### M1 wires, run 1

Drawn at 6 px/micron. Supply wires on this layer in grey. Cells faint in the background.
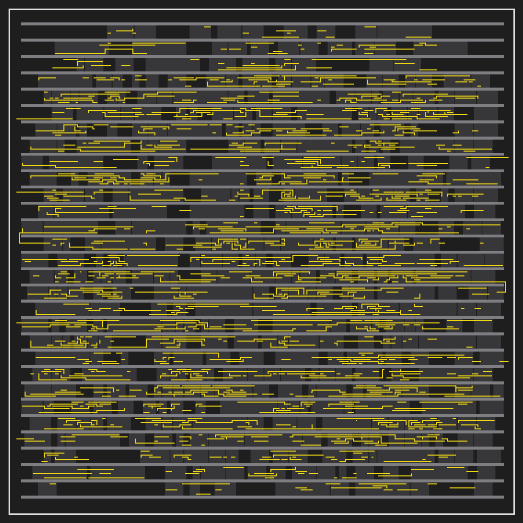
### Cell sizes after repair, run 1

Drawn at 4 px/micron.
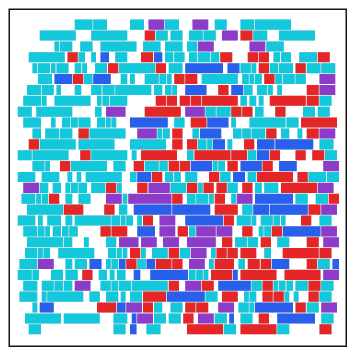
### Cell outlines without signal wires, run 1

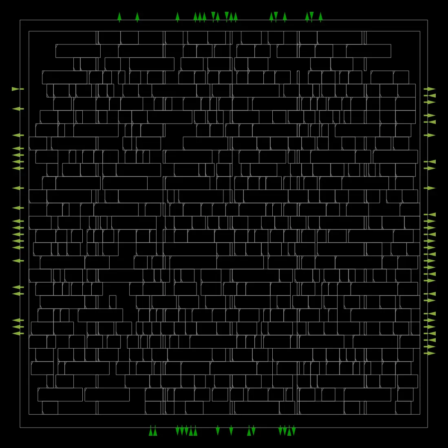
<file path="src/rtl/boot_ctrl.sv">
// Boot/program-load controller: streams a program image into instruction memory,
// zero-fills the remainder, and holds the core in reset until the image is complete.
module boot_ctrl #(
    parameter int unsigned p_INST_NUM   = 1024,
    parameter int unsigned p_ADDR_WIDTH = 10
) (
    input  logic                    clk,
    input  logic                    rst,
    input  logic                    load_start,
    input  logic                    run_start,
    input  logic                    in_valid,
    input  logic [15:0]             in_data,
    input  logic                    in_last,
    output logic                    in_ready,
    output logic                    mem_we,
    output logic [p_ADDR_WIDTH-1:0] mem_addr,
    output logic [15:0]             mem_wdata,
    output logic                    core_rst,
    output logic                    busy,
    output logic                    done,
    output logic                    err_overflow,
    output logic [p_ADDR_WIDTH:0]   word_count,
    output logic [15:0]             checksum
);

    localparam int unsigned AW = p_ADDR_WIDTH;
    localparam int unsigned CW = p_ADDR_WIDTH + 1;
    localparam logic [AW-1:0] LAST_ADDR = AW'(p_INST_NUM - 1);

    typedef enum logic [2:0] {
        S_IDLE  = 3'd0,
        S_LOAD  = 3'd1,
        S_FILL  = 3'd2,
        S_DRAIN = 3'd3,
        S_RUN   = 3'd4
    } state_t;

    state_t        state_q, state_d;
    logic [AW-1:0] addr_q, addr_d;
    logic [CW-1:0] wc_d;
    logic [15:0]   cs_d;
    logic          ovf_d;

    // State and counter registers
    always_ff @(posedge clk or negedge rst) begin
        if (!rst) begin
            state_q      <= S_IDLE;
            addr_q       <= '0;
            word_count   <= '0;
            checksum     <= '0;
            err_overflow <= 1'b0;
        end else begin
            state_q      <= state_d;
            addr_q       <= addr_d;
            word_count   <= wc_d;
            checksum     <= cs_d;
            err_overflow <= ovf_d;
        end
    end

    // Next-state, counter update and write-port decode
    always_comb begin
        state_d   = state_q;
        addr_d    = addr_q;
        wc_d      = word_count;
        cs_d      = checksum;
        ovf_d     = err_overflow;
        in_ready  = 1'b0;
        mem_we    = 1'b0;
        mem_addr  = addr_q;
        mem_wdata = 16'h0000;

        unique case (state_q)
            S_IDLE, S_RUN: begin
                if (load_start) begin
                    state_d = S_LOAD;
                    addr_d  = '0;
                    wc_d    = '0;
                    cs_d    = 16'h0000;
                    ovf_d   = 1'b0;
                end else if (run_start && state_q == S_IDLE) begin
                    state_d = S_RUN;
                end
            end
            S_LOAD: begin
                in_ready = 1'b1;
                if (in_valid) begin
                    mem_we    = 1'b1;
                    mem_wdata = in_data;
                    addr_d    = addr_q + AW'(1);
                    wc_d      = word_count + CW'(1);
                    cs_d      = checksum + in_data;
                    if (in_last) begin
                        state_d = (addr_q == LAST_ADDR) ? S_RUN : S_FILL;
                    end else if (addr_q == LAST_ADDR) begin
                        ovf_d   = 1'b1;
                        state_d = S_DRAIN;
                    end
                end
            end
            S_FILL: begin
                mem_we = 1'b1;
                addr_d = addr_q + AW'(1);
                if (addr_q == LAST_ADDR) begin
                    state_d = S_RUN;
                end
            end
            S_DRAIN: begin
                // Excess words are swallowed until the loader ends the image
                in_ready = 1'b1;
                if (in_valid && in_last) begin
                    state_d = S_IDLE;
                end
            end
            default: begin
                state_d = S_IDLE;
            end
        endcase
    end

    assign core_rst = (state_q != S_RUN);
    assign done     = (state_q == S_RUN);
    assign busy     = (state_q == S_LOAD) || (state_q == S_FILL) || (state_q == S_DRAIN);

endmodule

</file>
<file path="config.mk">
export PLATFORM = sky130hd
export DESIGN_NAME = boot_ctrl
export DESIGN_NICKNAME = d
export VERILOG_FILES = /design/src/rtl/boot_ctrl.sv
export SDC_FILE = /design/constraint.sdc
export NUM_CORES = 1
export LEC_CHECK = 0
export CAP_MARGIN = 20
export CORE_MARGIN = 1.5
export CORE_UTILIZATION = 44
export DETAILED_ROUTE_END_ITERATION = 7
export PLACE_DENSITY = 0.74
export SLEW_MARGIN = 20
export SYNTH_ARGS = -nofsm -noshare
export SYNTH_HDL_FRONTEND = slang
export SYNTH_SLANG_ARGS = --single-unit
</file>
<file path="constraint.sdc">
create_clock -name clk -period 1.9 [get_ports clk]
set_clock_uncertainty 0.05 [all_clocks]
set_input_delay 0.38 -clock clk [delete_from_list [all_inputs] [get_ports clk]]
set_output_delay 0.38 -clock clk [all_outputs]
set_load 0.03 [all_outputs]
</file>
==> run summary, run 1 <==
Status on the layout run. The run finished, with violations left. The checks that failed: negative hold slack, negative setup slack. TritonCTS created 5 clock buffers. Hold repair after CTS inserted 0 buffers.

Post-synthesis share of cell area spent on full adders, half adders and majority gates landed at 8.08%. Leaving out filler cells and counting taps, the final layout contains ~570. For this run the aggregate overflow at the end of global routing stands at 0. On the reported timing paths, the clock transition at the registers reads about 0.09 ns. Fraction of the core area covered by cells at the end of the flow landed at 78.1%.

Max-cap violations in this run came to 0. Worst-margin pin slew landed at roughly 0.50 ns. The number of global-route vias before repair was approximately 3,100.

Clock tree buffer count of the final layout landed at 5. Per the GRT log, the top usage layer is met2. In the final layout, the multi-input gates occupy roughly 0.0021 sq mm. Non-clock inverters in the final layout number 12. The commonest register cell is sky130_fd_sc_hd__dfrtp_1. The end-of-flow timing check tallies setup violations at 21. The net switching power in the latest report is just over 3 mW. Wire length of the first global-routing pass landed at between 10 and 15 mm. STA reports a reg2reg setup slack of -0.16 ns.

Average vias per placed instance landed at roughly 5.5. Global routing consumed, over all layers together, 25.4% of the routing resources. Maximum fanout encountered on the critical timing path landed at 3. The worst setup path is captured at a register. Per the synthesis report, the AND-OR/OR-AND share of the synthesized area is between 10% and 20%. For the worst reg-to-reg path, the endpoint reported by OpenROAD is checksum[11].

For reference, the top cells by count after synthesis are 41 x sky130_fd_sc_hd__dfrtp_1, 31 x sky130_fd_sc_hd__nand2_1, 25 x sky130_fd_sc_hd__nor2_1, 20 x sky130_fd_sc_hd__o21ai_0, 18 x sky130_fd_sc_hd__and2_1. Summing the sequential cell areas from Yosys gives 35.6% of the chip area. Leakage power landed at ~2.5 nW. Buffers placed on the I/O ports in this run total roughly 80. Global routing consumed, on the met3 layer, 4.65% of the routing resources.

TritonCTS built the clock tree. Net switching share of the total power landed at 43.5%. Multi-input combinational cell count landed at 261. Per the run report, area growth between synthesis and finish was 72.3%.

The signal on the critical path passes through ha_4 > a21o_1 > and4_1 > o311a_1 > or3_1 > a32o_1. Worst setup slack after placement landed at -0.663 ns. For this run, the post-layout net count is roughly 530.

The floorplan step records an initial core utilization of between 40% and 50%. The tree is rooted in a sky130_fd_sc_hd__clkbuf_8. DRC marker count from the first detailed-route iteration landed at 98. The initial antenna violation count is 0.

The most critical hold endpoint after final layout shows a slack of -0.0162 ns. The final report gives the standard cell area, fillers excluded, as 0.00496 sq mm. In the detailed route, the total length drawn on met2 is approximately 4.7 mm. Per the synthesis report, the XOR/XNOR share of the synthesized area is under 10%. For the clock group, total power comes out at 0.740 mW. Count of warning messages emitted by the tools landed at 29.

Height of the die landed at between 80 and 90 microns. The synthesis run identifies the leading combinational cell family as simple AND/OR/NAND/NOR gates. Total cell area reported by yosys after synthesis landed at around 0.0029 sq mm. Counting along the longest clock path gives a buffer depth of 2.

The synthesis log from Yosys contains 0 warnings. The worst setup path is launched from a register. The final critical path takes up 109% of the cycle.

In this run, post-CTS repair resized a total of roughly 85 instances. In the final report, the number of hold violations comes to 19. In this run the count of I/O pins placed on the die edge is ~80. Number of enable-type register cells in the synthesized netlist landed at 0. The main area contributors are sky130_fd_sc_hd__dfrtp_1 36%, sky130_fd_sc_hd__ha_1 7.4%, sky130_fd_sc_hd__nand2_1 4.0%, sky130_fd_sc_hd__and2_1 3.9%, sky130_fd_sc_hd__xor2_1 3.6%. Leaving out fill and tap cells, the most frequent cells in the layout are 76 x sky130_fd_sc_hd__buf_4, 32 x sky130_fd_sc_hd__buf_6, 30 x sky130_fd_sc_hd__nand2_1. Number of search-and-repair iterations in the first detailed-routing pass landed at 4. Antenna diode count landed at 0. Final critical-path setup slack landed at -0.165 ns. Total nets after synthesis landed at around 370. The timing report gives the biggest stage delay along the critical path as around 0.43 ns. In the global route stage, met2 resource usage came out at 46.3%. The final power report lists total power as 6.97 mW. Logic share of the area landed at 42.4%. Largest voltage drop on the vdd net landed at about 920 uV. The required time at the worst endpoint is listed as a little over 2 ns.

Portion of netlist area occupied by mux cells landed at under 10%. Entering global routing, the biggest net connects 22 pins. In the power breakdown, the internal column shows slightly below 4 mW. Per the Yosys statistics, synthesis produced between 300 and 400 cells. checksum holds more flip-flops than any other register. Number of vias after detailed routing landed at between 3,000 and 4,000. Worst endpoint data arrival time landed at approximately 2.2 ns. The routed wirelength on the met1 layer is recorded as about 3.8 mm.

Total cell area at the placement stage landed at approximately 0.0044 sq mm. Fraction of post-synthesis cell area in the top cell type by area landed at 35.6%. Final weighted congestion of routability-driven global placement landed at ~0.9.

Aggregate routed wire length landed at ~9.0 mm. Max-slew violation count landed at 0. Clock network power share landed at between 10% and 20%. Clock latency on the worst-skew pair, taken at its later pin, is around 0.3 ns.

Setup total negative slack on the finished layout was measured at -1.60 ns. In the final design, more cell area goes to multi-input combinational cells than to any other class. Number of cells on the worst reg-to-reg path landed at 6. The layout has between 150 and 200 buffers outside the clock class.

The path class of the tightest hold or removal check is input port to async pin. Ratio of cells with drive above 1 in the final layout landed at about two fifths. The worst register-to-register path begins at checksum[1]. The timing report attributes the biggest portion of critical-path delay to AND-OR/OR-AND gates.

The cell type that accounts for the most area after synthesis is sky130_fd_sc_hd__dfrtp_1. The combinational power reported by the tool is between 4 and 5 mW. Number of H-tree branching levels landed at 2. Shortest clock period the worst path allows after layout landed at roughly 2.1 ns. Fmax landed at between 400 and 500 MHz. Fraction of standard cell area that is sequential landed at roughly a fifth. In this run the full chip footprint comes out at just over 0.007 sq mm. Area fraction of clock buffers and clock inverters landed at around 2.3%. Sequential group share of total power landed at between 20% and 30%. Remaining antenna violation count landed at 0. Per the synthesis report, the simple-gate share of the synthesized area is between 20% and 30%. Storage element area landed at roughly 0.0010 sq mm.

Post-detailed-route DRC marker count landed at 0. Total standard cell area after synthesis landed at slightly below 0.003 sq mm. Fraction of area in non-clock buffers landed at 31.4%.

Placed cell count landed at ~540. Synthesis inferred between 40 and 50 register bits. Area of the core region landed at about 0.0063 sq mm.

Per the detail_route log, met3 wirelength is roughly 370 microns. X dimension of the die landed at around 84 microns. The clock net in this run drives a total of between 40 and 50 sinks. The worst-case max-slew headroom was logged as around two thirds.

Number of buffer and inverter stages on the critical path landed at 0. Async set or reset register ratio after synthesis landed at 100%. The critical path in this run is classified as register to register. The floorplan report lists the tap cell count as around 77. Among all cell types in the netlist, the one instantiated most often is sky130_fd_sc_hd__dfrtp_1. On met1, the global router reports a usage of 31.0%. Counting the fill cells in the layout gives between 400 and 500. Count of buffers added by post-CTS timing repair for setup landed at 13. Routed length per placed instance landed at 15.8 microns.

Synthesis handed over a netlist of ~330 instances. Per the cell usage report, the commonest logic cell in the layout is sky130_fd_sc_hd__buf_4. After detailed routing, no signal wire sits above met4.

The most critical setup path has its startpoint at checksum[1]. Combinational cells account for 69.4% of the total power.
## Picture notes: 'M1 wires'
wire length on this layer: 3,810 microns
main direction: horizontal
share of all routed wire: 42%
longest straight run: 22.1 microns

## Picture notes: 'Cell sizes after repair'
[x3 and x4] red | cells: 119 | share: 24% | most used: buf_4
[x1 and smaller] cyan | cells: 290 | share: 59% | most used: nand2_1
[x2] blue | cells: 45 | share: 9.1% | most used: dfrtp_2
[x6 and larger] purple | cells: 40 | share: 8.1% | most used: buf_6

## Picture notes: 'Cell outlines without signal wires'
seq_cells: 41
Std-Cell Rows: 29

### Cell density map, run 1

Drawn at 4 px/micron. The die is cut into 8 by 8 equal tiles; dark blue is low, red is high, 0 to 100% covered.
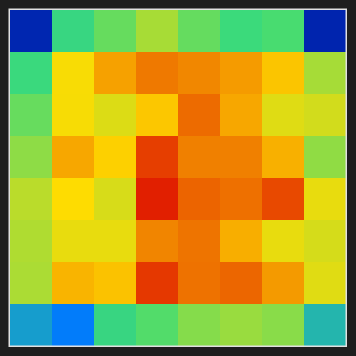

==> run 1 -> run 2 <==
- SKIP_LAST_GASP: unset -> 1
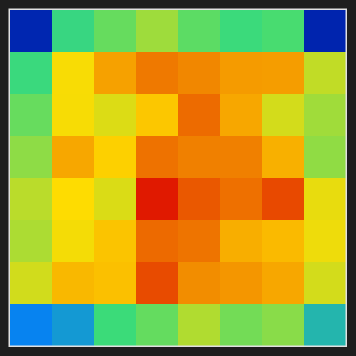
*Cell density map, run 2*
Drawn at 4 px/micron. The die is cut into 8 by 8 equal tiles; dark blue is low, red is high, 0 to 100% covered.
mean over tiles: 69%
fullest tile: 97%
tiles over 75% full: 45%

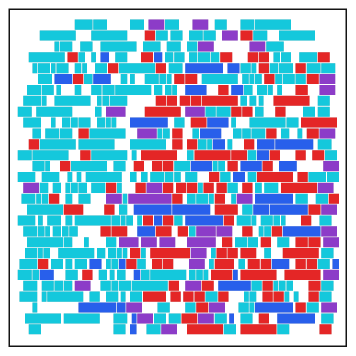
*Cell sizes after repair, run 2*
Drawn at 4 px/micron.
[x1 and smaller] cyan | cells: 292 | share: 59% | most used: nand2_1
[x2] blue | cells: 43 | share: 8.7% | most used: dfrtp_2
[x6 and larger] purple | cells: 38 | share: 7.6% | most used: buf_6
[x3 and x4] red | cells: 124 | share: 25% | most used: buf_4

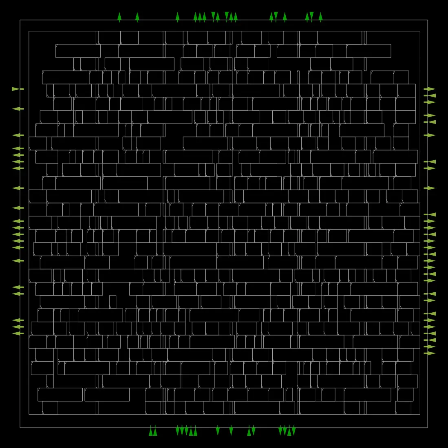
*Cell outlines without signal wires, run 2*
number of well-tap cells placed: 77
share of the core filled with cells: 78.3%
placeable core region: 0.00635 sq mm

==> run summary, run 2 <==
Status on the layout run. The ratio of cells with drive above 1 in the final layout was 41.2% (was 41.3%). The final-report hold violation count is 12 (was 19). Wire length of the first global-routing pass landed at 14.6 mm (about the same). Maximum fanout encountered on the critical timing path landed at 3 (unchanged). The overall chip area came to 0.00704 sq mm (unchanged). The total standard cell area after synthesis was 0.00288 sq mm (unchanged). Count of warning messages emitted by the tools landed at 29 (unchanged). Fmax landed at 481 MHz (was 484 MHz). The number of H-tree branching levels was 2 (unchanged). The number of global-route vias before repair is 3,113 (was 3,128). The path class of the lowest-slack min-delay path is input port to async pin (unchanged). The portion of netlist area occupied by mux cells came to 1.04% (unchanged). Multi-input combinational cell count landed at 261 (unchanged).

The height of the die was 83.9 microns (unchanged). The dominant non-sequential cell family after synthesis is simple AND/OR/NAND/NOR gates (unchanged). The headroom to the max-slew limit is 65.6% (was 66.4%). Fraction of post-synthesis cell area in the top cell type by area landed at 35.6% (unchanged). The total CTS buffers is 5 (unchanged).

The number of buffer and inverter stages on the critical path is 0 (unchanged). The clock tree buffer count of the final layout came to 5 (unchanged). Antenna diode count landed at 0 (unchanged).

The average vias per placed instance came to 5.53 (about the same). Total routing usage reported by global routing landed at 25.4% (about the same). Global route total overflow landed at 0 (unchanged). The critical register-to-register path endpoint is checksum[11] (unchanged). Fraction of area in non-clock buffers landed at 31.5% (was 31.4%). Top cells by area: sky130_fd_sc_hd__dfrtp_1 36%, sky130_fd_sc_hd__ha_1 7.4%, sky130_fd_sc_hd__nand2_1 4.0%, sky130_fd_sc_hd__and2_1 3.9%, sky130_fd_sc_hd__xor2_1 3.6% (unchanged).

The endpoint kind of the worst setup timing path is a register (unchanged). Worst endpoint required time landed at 2.05 ns (about the same). The number of clock sinks seen by CTS came to 41 (unchanged).

Top post-synthesis cells by count: 41 x sky130_fd_sc_hd__dfrtp_1, 31 x sky130_fd_sc_hd__nand2_1, 25 x sky130_fd_sc_hd__nor2_1, 20 x sky130_fd_sc_hd__o21ai_0, 18 x sky130_fd_sc_hd__and2_1 (unchanged). Hold buffer count at cts landed at 0 (unchanged). The leakage power is 2.46 nW (was 2.47 nW). The number of instances resized during post-cts repair is 81 (was 85). Remaining antenna violation count landed at 0 (unchanged).

The flip-flop and latch count came to 41 (unchanged). Final-stage net count landed at 536 (was 533). Final weighted congestion of routability-driven global placement landed at 0.927 (unchanged).

Number of top-level design ports landed at 81 (unchanged). Chain of cells forming the critical path: ha_4 > a21o_1 > and4_1 > o311a_1 > or3_1 > a32o_1 (unchanged). The reg-to-reg startpoint was checksum[1] (unchanged). Power density normalized to cell area landed at 1410 mW/mm^2 (was 1400 mW/mm^2).

The clock tree from TritonCTS is yes (unchanged). Fraction of the mapped netlist area in compound gates landed at 19.9% (unchanged). Count of buffers from port buffering landed at 80 (unchanged).

Storage element area landed at 0.00104 sq mm (about the same). The cell family contributing the most delay on the critical path was AND-OR/OR-AND gates (unchanged). The routed wire length on met3 came to 404 microns (was 372 microns).

The maximum clock path buffer count is 2 (unchanged). Clock slew seen by the registers of the worst setup and hold paths landed at 0.09 ns (about the same). The commonest non-fill, non-tap cell in the layout was sky130_fd_sc_hd__buf_4 (unchanged). The startpoint type of the worst setup path is a register (unchanged). The area fraction of clock buffers and clock inverters came to 2.31% (was 2.32%). The sequential group share of total power was 19.9% (was 20.0%). Total nets after synthesis landed at 369 (unchanged). Cell internal power dissipation landed at 3.95 mW (was 3.94 mW). The setup TNS came to -1.73 ns (was -1.60 ns).

Net switching share of the total power landed at 43.6% (was 43.5%). The launch point of the critical path is checksum[1] (unchanged). The x dimension of the die came to 83.9 microns (unchanged). The cell chosen for the clock root is sky130_fd_sc_hd__clkbuf_8 (unchanged).

The final critical-path setup slack is -0.177 ns (was -0.165 ns). Aggregate routed wire length landed at 9.24 mm (was 9.01 mm). The logic share of the area was 42.4% (about the same). The area share of and/or/nand/nor cells after synthesis was 26.0% (unchanged). The critical path start-end classification is register to register (unchanged). The power of the clock network is 0.745 mW (was 0.740 mW). The highest metal layer with signal wires was met4 (unchanged). The xor/xnor cell area share of the yosys netlist was 5.47% (unchanged). Part of the Yosys area used for sequential elements landed at 35.6% (unchanged).

Max-slew violation count landed at 0 (unchanged). The count of buffers added by post-CTS timing repair for setup was 13 (unchanged). The global routing's busiest layer was met2 (unchanged).

Number of search-and-repair iterations in the first detailed-routing pass landed at 5 (was 4). Wire length on met1 landed at 3.95 mm (was 3.81 mm). The pin count of the biggest net entering global routing is 22 (unchanged). Multi-input gate area in the final layout landed at 0.00211 sq mm (was 0.00210 sq mm). The met1 usage came to 31.2% (was 31.0%). The final non-filler cell area is 0.00497 sq mm (was 0.00496 sq mm). Total cell area reported by yosys after synthesis landed at 0.00288 sq mm (unchanged). Met3 demand-to-capacity share in global routing landed at 4.55% (was 4.65%). Final standard cell count with taps included and fillers excluded landed at 574 (was 571).

The clock network power share was 10.6% (about the same). Power share of the combinational group landed at 69.5% (was 69.4%). Yosys stat cell total landed at 329 (unchanged).

The worst hold slack across all endpoints came to -0.0155 ns (was -0.0162 ns). The cell group occupying the most layout area is multi-input combinational cells (unchanged). Cell row count landed at 29 (unchanged). Starting utilization of the core area landed at 45.4% (unchanged). The synthesized area per cell is 8.75 sq um (unchanged).

Number of synthesis warnings landed at 0 (unchanged). The sum of internal, switching and leakage power is 7.00 mW (was 6.97 mW). The leading cell type by number of instances after synthesis is sky130_fd_sc_hd__dfrtp_1 (unchanged).

The post-synthesis share of cell area spent on full adders, half adders and majority gates came to 8.08% (unchanged). The met2 wire length came to 4.75 mm (was 4.69 mm). Met2 usage landed at 46.3% (about the same).

The total cell area at the placement stage is 0.00443 sq mm (unchanged). The dominant cell type by area after synthesis was sky130_fd_sc_hd__dfrtp_1 (unchanged). The max-cap check violation count was 0 (unchanged). DRC marker count from the first detailed-route iteration landed at 120 (was 98). The number of enable-type register cells in the synthesized netlist is 0 (unchanged). Post-detailed-route DRC marker count landed at 0 (unchanged). The largest voltage drop on the vdd net came to 934 uV (was 920 uV).

Register bit count reported by yosys landed at 41 (unchanged). The synthesized instance count came to 329 (unchanged). The non-clock buffer total of the final layout is 175 (was 172). Area growth from synthesis to final layout landed at 72.7% (was 72.3%).

Insertion delay at the late pin of the worst-skew pair landed at 0.30 ns (about the same). Worst setup slack after placement landed at -0.663 ns (unchanged). Most numerous logic cells after layout: 81 x sky130_fd_sc_hd__buf_4, 31 x sky130_fd_sc_hd__buf_6, 30 x sky130_fd_sc_hd__nand2_1 (was 76 x sky130_fd_sc_hd__buf_4, 32 x sky130_fd_sc_hd__buf_6, 30 x sky130_fd_sc_hd__nand2_1). The dominant register cell is sky130_fd_sc_hd__dfrtp_1 (unchanged). The placed cell count is 544 (unchanged). Async set or reset register ratio after synthesis landed at 100% (unchanged). The worst endpoint data arrival time came to 2.22 ns (was 2.21 ns). Largest stage delay on the critical path landed at 0.43 ns (about the same). The number of vias after detailed routing was 3,174 (was 3,159). The routed length per placed instance is 16.1 microns (was 15.8 microns). Violated checks: negative hold slack, negative setup slack (unchanged). The register name with the most flops is checksum (unchanged). The number of signal-net inverters in the final layout was 12 (unchanged).

Register-to-register setup slack landed at -0.18 ns (was -0.16 ns). Final cycle utilization of the critical path landed at 109% (about the same). Number of filler instances in the final layout landed at 442 (was 438).

Final setup violation count landed at 22 (was 21). Fraction of standard cell area that is sequential landed at 20.9% (was 21.0%). Worst-margin pin slew landed at 0.516 ns (was 0.503 ns). Count of different cell masters after synthesis landed at 55 (unchanged). Status: finished with violations (unchanged). The total stage count of the critical path is 6 (unchanged). Number of cells on the worst reg-to-reg path landed at 6 (unchanged). The group drawing the most power was combinational cells (unchanged). The shortest clock period the worst path allows after layout was 2.08 ns (was 2.06 ns). Switching power summed over all nets landed at 3.05 mW (was 3.03 mW). Initial antenna violation count landed at 0 (unchanged).

Combinational power landed at 4.86 mW (was 4.84 mW).
Power figures rest on the tool's default switching activity, not on a simulated workload.
